==> config.mk <==
export PLATFORM = sky130hd
export DESIGN_NAME = sub_serial
export DESIGN_NICKNAME = d
export VERILOG_FILES = /design/src/rtl/sha_pkg.sv /design/src/rtl/sub_slice.sv /design/src/rtl/sub_serial.sv
export SDC_FILE = /design/constraint.sdc
export NUM_CORES = 1
export LEC_CHECK = 0
export CORE_MARGIN = 5
export CORE_UTILIZATION = 52
export DETAILED_ROUTE_END_ITERATION = 12
export GPL_TIMING_DRIVEN = 0
export PLACE_DENSITY_LB_ADDON = 0.3
export SLEW_MARGIN = 20
export SYNTH_ARGS = -nofsm -noshare
export SYNTH_HDL_FRONTEND = slang
export SYNTH_HIERARCHICAL = 1
export SYNTH_SLANG_ARGS = --single-unit
==> constraint.sdc <==
create_clock -name clk -period 2.2 [get_ports clk]
set_clock_uncertainty 0.05 [all_clocks]
set_input_delay 0.33 -clock clk [delete_from_list [all_inputs] [get_ports clk]]
set_output_delay 0.33 -clock clk [all_outputs]
set_load 0.05 [all_outputs]
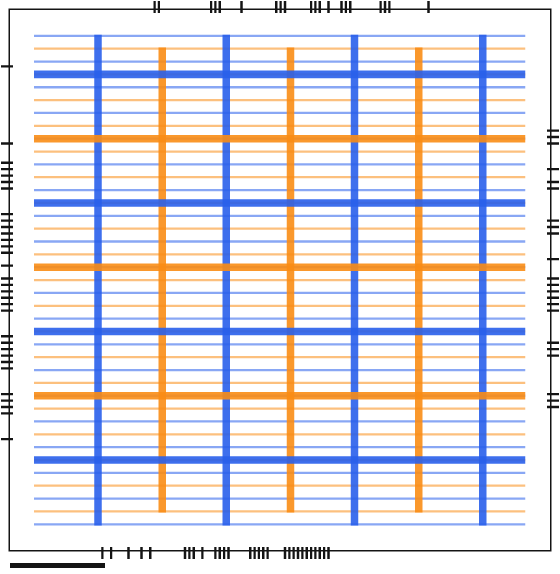
*Floorplan with the power grid*
Scale bar: 20 um. Pins as bars on the die edge.
Key: VSS = blue; VDD = orange
39 met1 rails follow the rows. 103 signal pins sit on the boundary.
die width: 114 um
core outline area: 10700 um2

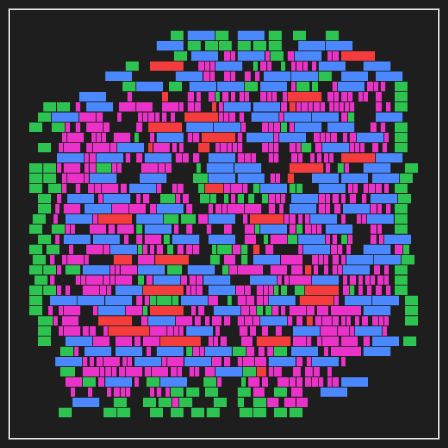
*Cell classes on the final placement*
Key: remaining logic cells = magenta [cells 492]; remaining buffers and delay cells = green [cells 159]; clock drivers and dummy loads = red [cells 31]; registers = blue [cells 131]
fin util: 0.691
Seq area share: 0.353

==> impl_metrics.tcl <==
# metrics dict for downstream scripts
set metrics [dict create \
    aoi_share 0.218 \
    yosys_most_used_dff "dfxtp_1" \
    fin_cells 953 \
    clock_sinks 131 \
    yosys_cells 681 \
    syn_area_per_cell_um2 8.30 \
    dr.pass1.iters 4 \
    cts_hold_buf 0 \
    relSlewSlack 0.539 \
    hp-class "in2reg" \
    area_growth_pct 31.3 \
    clk_pin_slew_ps 60 \
    vias_per_cell 5.20 \
    simple_gate_area_frac 0.218 \
    drtIter0Drc 251 \
    worstMarginPinSlew_ps 691 \
    dpl_cell_area_um2 6840 \
    ys.flops 131 \
    final.min_clock_period_ps 2070 \
    yosys_area_um2 5650 \
    ctsRootBufferMaster "clkbuf_8" \
    path_max_fanout 2 \
    status "completed" \
    layout_top_cell "nand2_1" \
    vias 4954 \
    crit_buf_inv 1 \
    async_reset_ff_frac 0 \
    crit_type "reg2out" \
]
metal layers:
layer / share of wire / GRT usage / wire length (um)
met5: 0 / 0 / 0
met4: 0.019 / 0.0823 / 257
met3: 0.051 / 0.0455 / 695
met2: 0.50 / 0.362 / 6760
met1: 0.43 / 0.270 / 5830
through the flow:
step	TNS [ps]	hold slack [ps]	setup WS, ps
floorplan	0	382	277
global placement	0	393	121
detailed placement	0	398	61.4
CTS	-86.0	318	-86.0
global route	0	348	11.9
finish	0	331	134
layout make-up:
| class | instances | area, um2 | area share |
|---|---|---|---|
| buffer | 58 | 353 | 0.0475 |
| clock buffer | 20 | 435 | 0.0587 |
| clock inverter | 11 | 136 | 0.0184 |
| inverter | 8 | 30.0 | 0.00405 |
| multi-input combinational | 484 | 2670 | 0.360 |
| sequential | 131 | 2620 | 0.353 |
| tap | 140 | 175 | 0.0236 |
| timing repair buffer | 101 | 1000 | 0.135 |
worst min-delay path, stage by stage:
cell and delay, ps:
clkdlybuf4s50_1 410, nand2_1 60, a21oi_1 50
synthesized netlist by cell type (2+ instances only):
| cell type | instances | share of area |
|---|---|---|
| inv_1 | 8 | 0.0053 |
| ha_1 | 8 | 0.018 |
| nand2b_1 | 14 | 0.015 |
| clkbuf_1 | 16 | 0.011 |
| a211oi_1 | 4 | 0.0053 |
| nor2b_1 | 2 | 0.0022 |
| nand3b_1 | 2 | 0.0027 |
| a21oi_1 | 129 | 0.11 |
| or3b_2 | 10 | 0.015 |
| fa_1 | 2 | 0.0071 |
| nor2_1 | 59 | 0.039 |
| dfxtp_1 | 131 | 0.46 |
| buf_2 | 25 | 0.022 |
| buf_6 | 11 | 0.022 |
| buf_4 | 5 | 0.0066 |
| nand3_1 | 8 | 0.0071 |
| xor2_1 | 4 | 0.0062 |
| nor3_1 | 10 | 0.0089 |
| nand2_1 | 182 | 0.12 |
| a211oi_2 | 42 | 0.093 |
logic make-up after synthesis:
kind of cell               after synthesis
and+or+nand+nor                        290
AOI/OAI and AO/OA                      179
adders and majority gates               10
xor gates and xnor gates                 5
DFF                                    131
buffers and inverters                   66
power by group through the flow:
stage / sequential, uW / combinational, uW / clock [uW]
after CTS: 2560 / 805 / 2760
after floorplan: 2590 / 550 / 0
after detailed placement: 2610 / 795 / 0
after global placement: 2600 / 777 / 0
final: 2560 / 818 / 2740
after global routing: 2570 / 906 / 2870
timing repair:
action,CTS,global route
setup endpoints to repair,2,5
resized,3,9
pin swaps,0,1
gates cloned,0,0
No activity file was given, so power comes from the tool's default toggle rates.
